===== config.mk =====
export PLATFORM = sky130hd
export DESIGN_NAME = debounce_botoes
export DESIGN_NICKNAME = d
export VERILOG_FILES = /design/src/rtl/debounce_pkg.sv /design/src/rtl/debounce_canal.sv /design/src/rtl/debounce_botoes.sv
export SDC_FILE = /design/constraint.sdc
export NUM_CORES = 1
export LEC_CHECK = 0
export CAP_MARGIN = 20
export CORE_MARGIN = 2
export CORE_UTILIZATION = 50
export DETAILED_ROUTE_END_ITERATION = 8
export PLACE_DENSITY_LB_ADDON = 0.3
export SLEW_MARGIN = 20
export SYNTH_ARGS = -nofsm -noshare
export SYNTH_HDL_FRONTEND = slang
export SYNTH_HIERARCHICAL = 1
export SYNTH_SLANG_ARGS = --single-unit

===== constraint.sdc =====
create_clock -name clk -period 2.29 [get_ports clk]
set_input_delay 0.229 -clock clk [delete_from_list [all_inputs] [get_ports clk]]
set_output_delay 0.229 -clock clk [all_outputs]
set_load 0.05 [all_outputs]

===== src/rtl/debounce_pkg.sv =====
`default_nettype none
// ============================================================================
// Module      : debounce_pkg
// Description : Shared FSM encoding and default stability length for the
//               push-button debounce channels.
// Revision    : 1.0 - initial release
// ============================================================================
package debounce_pkg;

    localparam int c_ciclos_estavel_padrao = 16;

    // Bit 1 of the encoding is the debounced level seen downstream
    typedef enum logic [1:0] {
        ESTAVEL_0  = 2'b00,
        CONFIRMA_1 = 2'b01,
        ESTAVEL_1  = 2'b11,
        CONFIRMA_0 = 2'b10
    } estado_t;

endpackage
`default_nettype wire


===== src/rtl/debounce_canal.sv =====
`default_nettype none
// ============================================================================
// Module      : debounce_canal
// Description : One button channel: 2-flop synchronizer, stability FSM and
//               counter, with one-cycle press/release pulses.
// Revision    : 1.0 - initial release
// ============================================================================
module debounce_canal
    import debounce_pkg::*;
#(
    parameter int CICLOS_ESTAVEL = c_ciclos_estavel_padrao,
    parameter int CNT_W          = $clog2(CICLOS_ESTAVEL)
) (
    input  logic clk,
    input  logic rst,
    input  logic i_bruto,
    output logic o_limpo,
    output logic o_pulso_press,
    output logic o_pulso_solta
);

    localparam logic [CNT_W-1:0] c_cnt_max = CNT_W'(CICLOS_ESTAVEL - 1);
    localparam logic [CNT_W-1:0] c_cnt_um  = CNT_W'(1);

    logic             r_sync1;
    logic             r_s;
    estado_t          r_estado;
    estado_t          w_estado_prox;
    logic [CNT_W-1:0] r_cnt;
    logic [CNT_W-1:0] w_cnt_prox;
    logic             r_press;
    logic             r_solta;
    logic             w_press;
    logic             w_solta;

    always_ff @(posedge clk) begin
        if (rst) begin
            r_sync1  <= 1'b0;
            r_s      <= 1'b0;
            r_estado <= ESTAVEL_0;
            r_cnt    <= '0;
            r_press  <= 1'b0;
            r_solta  <= 1'b0;
        end else begin
            r_sync1  <= i_bruto;
            r_s      <= r_sync1;
            r_estado <= w_estado_prox;
            r_cnt    <= w_cnt_prox;
            r_press  <= w_press;
            r_solta  <= w_solta;
        end
    end

    // Any reversal during confirmation falls back with the count cleared
    always_comb begin
        w_estado_prox = r_estado;
        w_cnt_prox    = '0;
        w_press       = 1'b0;
        w_solta       = 1'b0;
        case (r_estado)
            ESTAVEL_0: begin
                if (r_s) begin
                    w_estado_prox = CONFIRMA_1;
                    w_cnt_prox    = c_cnt_um;
                end
            end
            CONFIRMA_1: begin
                if (!r_s) begin
                    w_estado_prox = ESTAVEL_0;
                end else if (r_cnt == c_cnt_max) begin
                    w_estado_prox = ESTAVEL_1;
                    w_press       = 1'b1;
                end else begin
                    w_cnt_prox = r_cnt + c_cnt_um;
                end
            end
            ESTAVEL_1: begin
                if (!r_s) begin
                    w_estado_prox = CONFIRMA_0;
                    w_cnt_prox    = c_cnt_um;
                end
            end
            CONFIRMA_0: begin
                if (r_s) begin
                    w_estado_prox = ESTAVEL_1;
                end else if (r_cnt == c_cnt_max) begin
                    w_estado_prox = ESTAVEL_0;
                    w_solta       = 1'b1;
                end else begin
                    w_cnt_prox = r_cnt + c_cnt_um;
                end
            end
            default: begin
                w_estado_prox = ESTAVEL_0;
            end
        endcase
    end

    assign o_limpo       = (r_estado == ESTAVEL_1) || (r_estado == CONFIRMA_0);
    assign o_pulso_press = r_press;
    assign o_pulso_solta = r_solta;

endmodule
`default_nettype wire


===== src/rtl/debounce_botoes.sv =====
`default_nettype none
// ============================================================================
// Module      : debounce_botoes
// Description : Debounces N_BOTOES raw push-button pins into clean levels and
//               one-cycle press/release pulses.
// Revision    : 1.0 - initial release
// ============================================================================
module debounce_botoes
    import debounce_pkg::*;
#(
    parameter int N_BOTOES       = 2,
    parameter int CICLOS_ESTAVEL = c_ciclos_estavel_padrao,
    parameter int CNT_W          = $clog2(CICLOS_ESTAVEL)
) (
    input  logic                clk,
    input  logic                rst,
    input  logic [N_BOTOES-1:0] botao_bruto,
    output logic [N_BOTOES-1:0] botao_limpo,
    output logic [N_BOTOES-1:0] pulso_press,
    output logic [N_BOTOES-1:0] pulso_solta
);

    for (genvar i = 0; i < N_BOTOES; i++) begin : g_canal
        debounce_canal #(
            .CICLOS_ESTAVEL (CICLOS_ESTAVEL),
            .CNT_W          (CNT_W)
        ) u_canal (
            .clk           (clk),
            .rst           (rst),
            .i_bruto       (botao_bruto[i]),
            .o_limpo       (botao_limpo[i]),
            .o_pulso_press (pulso_press[i]),
            .o_pulso_solta (pulso_solta[i])
        );
    end

endmodule
`default_nettype wire

==> results.txt, run 1 <==
The synthesis and PnR run went through. Per the synthesis report, the XOR/XNOR share of the synthesized area is 0.0341. Per the run report, area growth between synthesis and finish was 13.8%. The flow ran to the end, and the final reports show no timing, DRC or antenna violations.

Area of the synthesized netlist per yosys stat landed at 1030 µm². The library cells used most frequently in the layout, excluding fill and tap cells, are 20 x sky130_fd_sc_hd__dfxtp_1, 12 x sky130_fd_sc_hd__ha_1, 8 x sky130_fd_sc_hd__nor2_1, 8 x sky130_fd_sc_hd__clkdlybuf4s50_1. In this run the worst path has a maximum fanout of 4. Final cell count without fillers landed at 137. Proportion of netlist area held by the largest area contributor landed at 0.390.

Number of placed cells counting well taps landed at about 130. The commonest cells after synthesis are 20 x sky130_fd_sc_hd__dfxtp_1, 12 x sky130_fd_sc_hd__ha_1, 8 x sky130_fd_sc_hd__nor2_1. For the worst-skew pair, the clock arrives at the later sink with an insertion delay of 0.29 ns. The main area contributors are sky130_fd_sc_hd__dfxtp_1 39%, sky130_fd_sc_hd__ha_1 15%, sky130_fd_sc_hd__mux2_4 8.8%.

Number of clock buffers inserted by TritonCTS landed at 3. Time the final worst path needs with I/O delays and setup landed at 2.21 ns. Via count normalized by instance count landed at 5.09. Of the cells placed in the final design, the portion with a size suffix greater than 1 is 0.173. Number of cells on the worst hold path landed at 1. Synthesized-area fraction occupied by adder cells landed at 0.146. For hold timing, the worst endpoint is g_canal[0].u_canal/r_s. Internal reg-to-reg setup slack landed at 0.51 ns. The number of hold buffers added after CTS was 0. Number of cells on the critical path landed at 4. The critical path goes through inv_1 > ha_1 > or2_2 > clkdlybuf4s50_1.

Height of the die landed at 49.3 µm. For the pin with the worst max-slew slack, the measured transition is roughly 0.66 ns.
## run 1: layer usage
metal | global-route usage | vias to the layer above
met5 | 0 | -
met4 | 0.0429 | 0
met3 | 0.0552 | 2
met2 | 0.252 | 11
met1 | 0.183 | 322
li1 | - | 363
## run 1: state kept, by name, summed over array words and instances, names as in the netlist
name,flops
g_canal.u_canal/r_cnt,8
g_canal.u_canal/r_estado,4
g_canal.u_canal/o_pulso_press,2
g_canal.u_canal/o_pulso_solta,2
g_canal.u_canal/r_s,2
g_canal.u_canal/r_sync1,2
## run 1: power breakdown
part           internal [mW]  switching (mW)  leakage, nW
Combinational         0.0933          0.0797        0.323
Clock                 0.0612          0.0979       0.0138
Sequential             0.367          0.0156        0.163
Total                  0.522           0.193        0.500
## run 1: worst max-delay path by stage
| stage | startpoint | endpoint | slack, ns |
|---|---|---|---|
| 2_1_floorplan | g_canal[0].u_canal/r_estado[0] | g_canal[0].u_canal/r_estado[0] | 0.65 |
| 3_3_place_gp | g_canal[0].u_canal/r_estado[0] | botao_limpo[0] | 0.47 |
| 3_5_place_dp | g_canal[1].u_canal/r_estado[0] | botao_limpo[1] | 0.41 |
| 4_1_cts | g_canal[1].u_canal/r_estado[0] | botao_limpo[1] | 0.07 |
| 5_1_grt | g_canal[1].u_canal/r_estado[0] | botao_limpo[1] | 0.002 |
| 6_report | g_canal[1].u_canal/r_estado[0] | botao_limpo[1] | 0.08 |
## run 1: area by class of cell
| cell class | count | area (µm²) | area share |
|---|---|---|---|
| Multi-Input combinational cell | 72 | 596 | 0.510 |
| Sequential cell | 20 | 400 | 0.343 |
| Timing Repair Buffer | 9 | 92.6 | 0.0793 |
| Tap cell | 27 | 33.8 | 0.0289 |
| Clock buffer | 3 | 22.5 | 0.0193 |
| Inverter | 6 | 22.5 | 0.0193 |
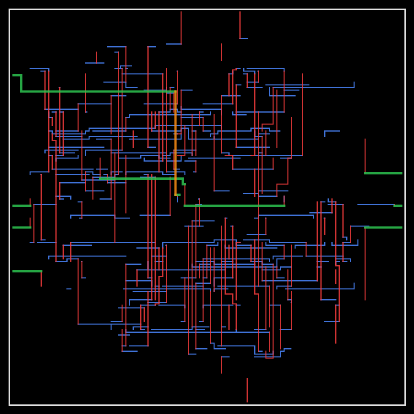
*Metal layers overlaid, run 1*
Scale: 8 px per µm.
- green: met3 (wire length 63.6 µm)
- orange: met4 (wire length 12.9 µm)
- red: met2 (wire length 780 µm)
- blue: met1 (wire length 691 µm)
vias: 698
drt total wl: 1.55 mm

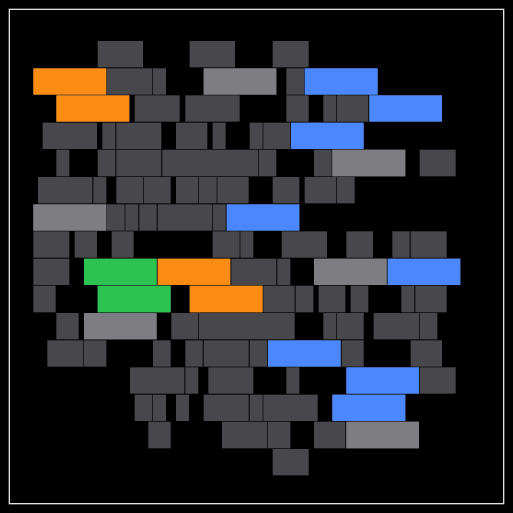
*Where the registers sit, run 1*
Scale: 10 px per µm. Other sequential cells in the stronger gray, the rest of the logic in the fainter gray.
- orange: g_canal.u_canal/r_estado (placed flops 4)
- blue: g_canal.u_canal/r_cnt (placed flops 8)
- green: g_canal.u_canal/r_s (placed flops 2)
fraction of area in registers: 0.343
Final Core Density: 0.601
sequential cell power: 0.383 mW
sequential standard cell area: 400 µm²

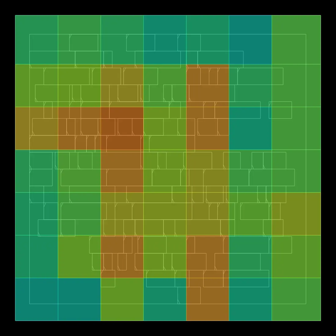
*Track usage over the die, run 1*
met3 demand-to-capacity share in global routing: 0.0552
Total GRT Usage: 0.152

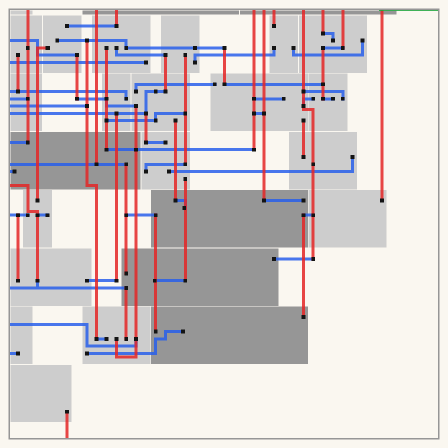
*Zoomed window, run 1*
Region (27, 2) to (47, 22) µm. Cells in gray, sequential cells in the stronger gray; small squares are vias.
- blue: met1
- green: met3
- red: met2
- most frequent: dfxtp_1 (4)
- netlist names of flops here include: g_canal.u_canal/r_cnt (3), g_canal.u_canal/o_pulso_solta (1)
- cells with their middle in the window: 20
- sequential cells in the window: 4

### Routed clock nets over the placement, run 1

Scale: 6 px per µm.
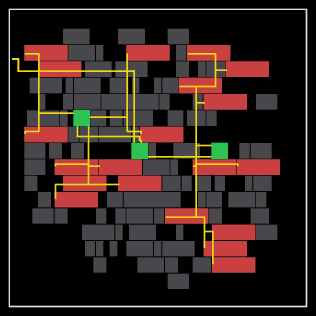

--- run 2 (diff from run 1) ---
--- a/config.mk
+++ b/config.mk
@@ -7,10 +7,11 @@
 export LEC_CHECK = 0
 export CAP_MARGIN = 20
 export CORE_MARGIN = 2
-export CORE_UTILIZATION = 50
+export CORE_UTILIZATION = 49
+export CTS_CLUSTER_SIZE = 16
 export DETAILED_ROUTE_END_ITERATION = 8
 export PLACE_DENSITY_LB_ADDON = 0.3
-export SLEW_MARGIN = 20
+export SLEW_MARGIN = 25
 export SYNTH_ARGS = -nofsm -noshare
 export SYNTH_HDL_FRONTEND = slang
 export SYNTH_HIERARCHICAL = 1
==> constraint.sdc (replaced) <==
create_clock -name clk -period 2 [get_ports clk]
set_input_delay 0.2 -clock clk [delete_from_list [all_inputs] [get_ports clk]]
set_output_delay 0.2 -clock clk [all_outputs]
set_load 0.05 [all_outputs]
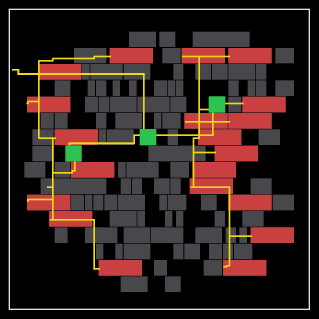
*Routed clock nets over the placement, run 2*
Scale: 6 px per µm.
- yellow: clock wires (length 210 µm)
- red: flip-flops (count 20)
- green: cells driving clock nets (count 3)
- routed clock nets: 4
- flops lie: widely spread
clock distribution power: 0.323 mW
Fin Clk Skew: 0.00251 ns
clock share of power: 0.335
Clock Latency Late Sink: 0.30 ns

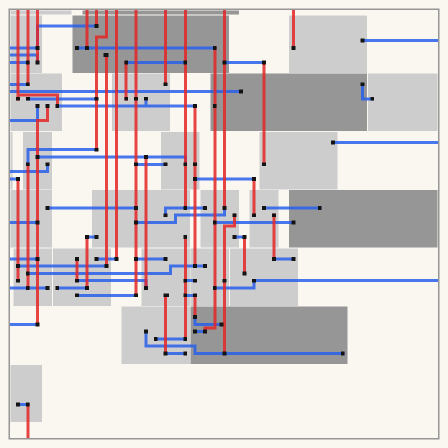
*Zoomed window, run 2*
Region (27, 2) to (47, 22) µm. Cells in gray, sequential cells in the stronger gray; small squares are vias.
- blue: met1
- red: met2
- cells with their middle in the window: 22
- sequential cells in the window: 4
- most frequent: dfxtp_1 (4), nand3_1 (3), clkdlybuf4s50_1 (3)
- netlist names of flops here include: g_canal.u_canal/r_cnt (2)

==> results.txt, run 2 <==
The synthesis and PnR run went through. STA shows the worst min-delay path finishing at g_canal[1].u_canal/r_sync1. Share of the core filled with cells in the final layout landed at 0.614. Total via count after detailed routing landed at 699.

In this run the register-to-register setup slack is 0.24 ns. Yosys reports a chip area of 1030 µm². Horizontal extent of the die landed at 49.8 µm. Counting instances in the post-synthesis netlist gives the leading cell types as 20 x sky130_fd_sc_hd__dfxtp_1, 12 x sky130_fd_sc_hd__ha_1, 8 x sky130_fd_sc_hd__nor2_1. Maximum count of clock buffers along a single path landed at 2. The largest registers in the layout are g_canal.u_canal/r_cnt: 8 flops, g_canal.u_canal/r_estado: 4 flops. Looking at hold timing, the worst path starts from botao_bruto[1]. Proportion of netlist area held by the largest area contributor landed at 0.390. Ranking logic cells in the layout by count gives the top entries 20 x sky130_fd_sc_hd__dfxtp_1, 12 x sky130_fd_sc_hd__ha_1, 8 x sky130_fd_sc_hd__nor2_1.

The initial antenna violation count came to 0. According to the timing report, the arrival time at the worst endpoint equals 1.96 ns. The layout report lists the multi-input gate area as 596 µm². The register with the most flip-flops in the layout has 8 of them. Subtracting the final worst setup slack from the clock period gives roughly 1.8 ns. For this run, the number of Yosys warnings is 6. The flow ran to the end, and the final reports show no timing, DRC or antenna violations.

Quantity of hold-fixing buffers added after cts landed at 0. Sum of routed wire length over all layers landed at 1.60 mm. The signal on the critical path passes through inv_1 > ha_1 > mux2_4 > a221oi_4 > mux2_4. Height of the die landed at between 40 and 50 µm.

Slew at the pin closest to its max-slew limit landed at 0.498 ns. In the post-synthesis netlist, the biggest area contributors are sky130_fd_sc_hd__dfxtp_1 39%, sky130_fd_sc_hd__ha_1 15%, sky130_fd_sc_hd__mux2_4 8.8%. g_canal.u_canal/r_cnt holds more flip-flops than any other register. Overall routing resource usage recorded by global route was 0.155.

Layout cell share with drive strength beyond 1 landed at 0.212. Area added between synthesis and finish landed at 17.4%.
[run 2: final cells by class]
class,count,area share
Inverter,6,0.0187
Multi-Input combinational cell,72,0.494
Clock inverter,1,0.0249
Tap cell,27,0.0280
Sequential cell,20,0.332
Timing Repair Buffer,11,0.0831
Clock buffer,3,0.0187
[run 2: logic make-up after synthesis]
group | share of synthesized area
compound gates | 0.0976
simple gates | 0.215
flops | 0.390
mux | 0.0878
buf+inv | 0.0293
xor+xnor | 0.0341
fa+ha+maj | 0.146
[run 2: where the power goes]
part           total (mW)  switching (mW)  internal (mW)
registers           0.438          0.0174          0.420
logic               0.202          0.0924          0.110
clock network       0.323           0.120          0.203
total               0.963           0.230          0.732
[run 2: layer usage]
layer  track usage  vias to the layer above  part of all wire
li1              -                      366                 -
met1         0.208                      322              0.51
met2         0.242                       11              0.45
met3        0.0545                        0             0.041
met4        0.0278                        0                 0
met5             0                        -                 0
[run 2: worst max-delay path by stage]
stage | to | depth (start not counted) | slack [ns] | from
after global placement | g_canal[0].u_canal/r_estado[0] | 5 | 0.27 | g_canal[0].u_canal/r_estado[0]
after CTS | g_canal[0].u_canal/r_estado[1] | 5 | 0.23 | g_canal[0].u_canal/r_estado[0]
after floorplan | g_canal[0].u_canal/r_estado[0] | 5 | 0.36 | g_canal[0].u_canal/r_estado[0]
after global routing | g_canal[1].u_canal/r_estado[1] | 5 | 0.13 | g_canal[1].u_canal/r_estado[0]
final | g_canal[0].u_canal/r_estado[1] | 5 | 0.24 | g_canal[0].u_canal/r_estado[0]
after detailed placement | g_canal[0].u_canal/r_estado[1] | 5 | 0.25 | g_canal[0].u_canal/r_estado[0]
Power figures rest on the tool's default switching activity, not on a simulated workload.
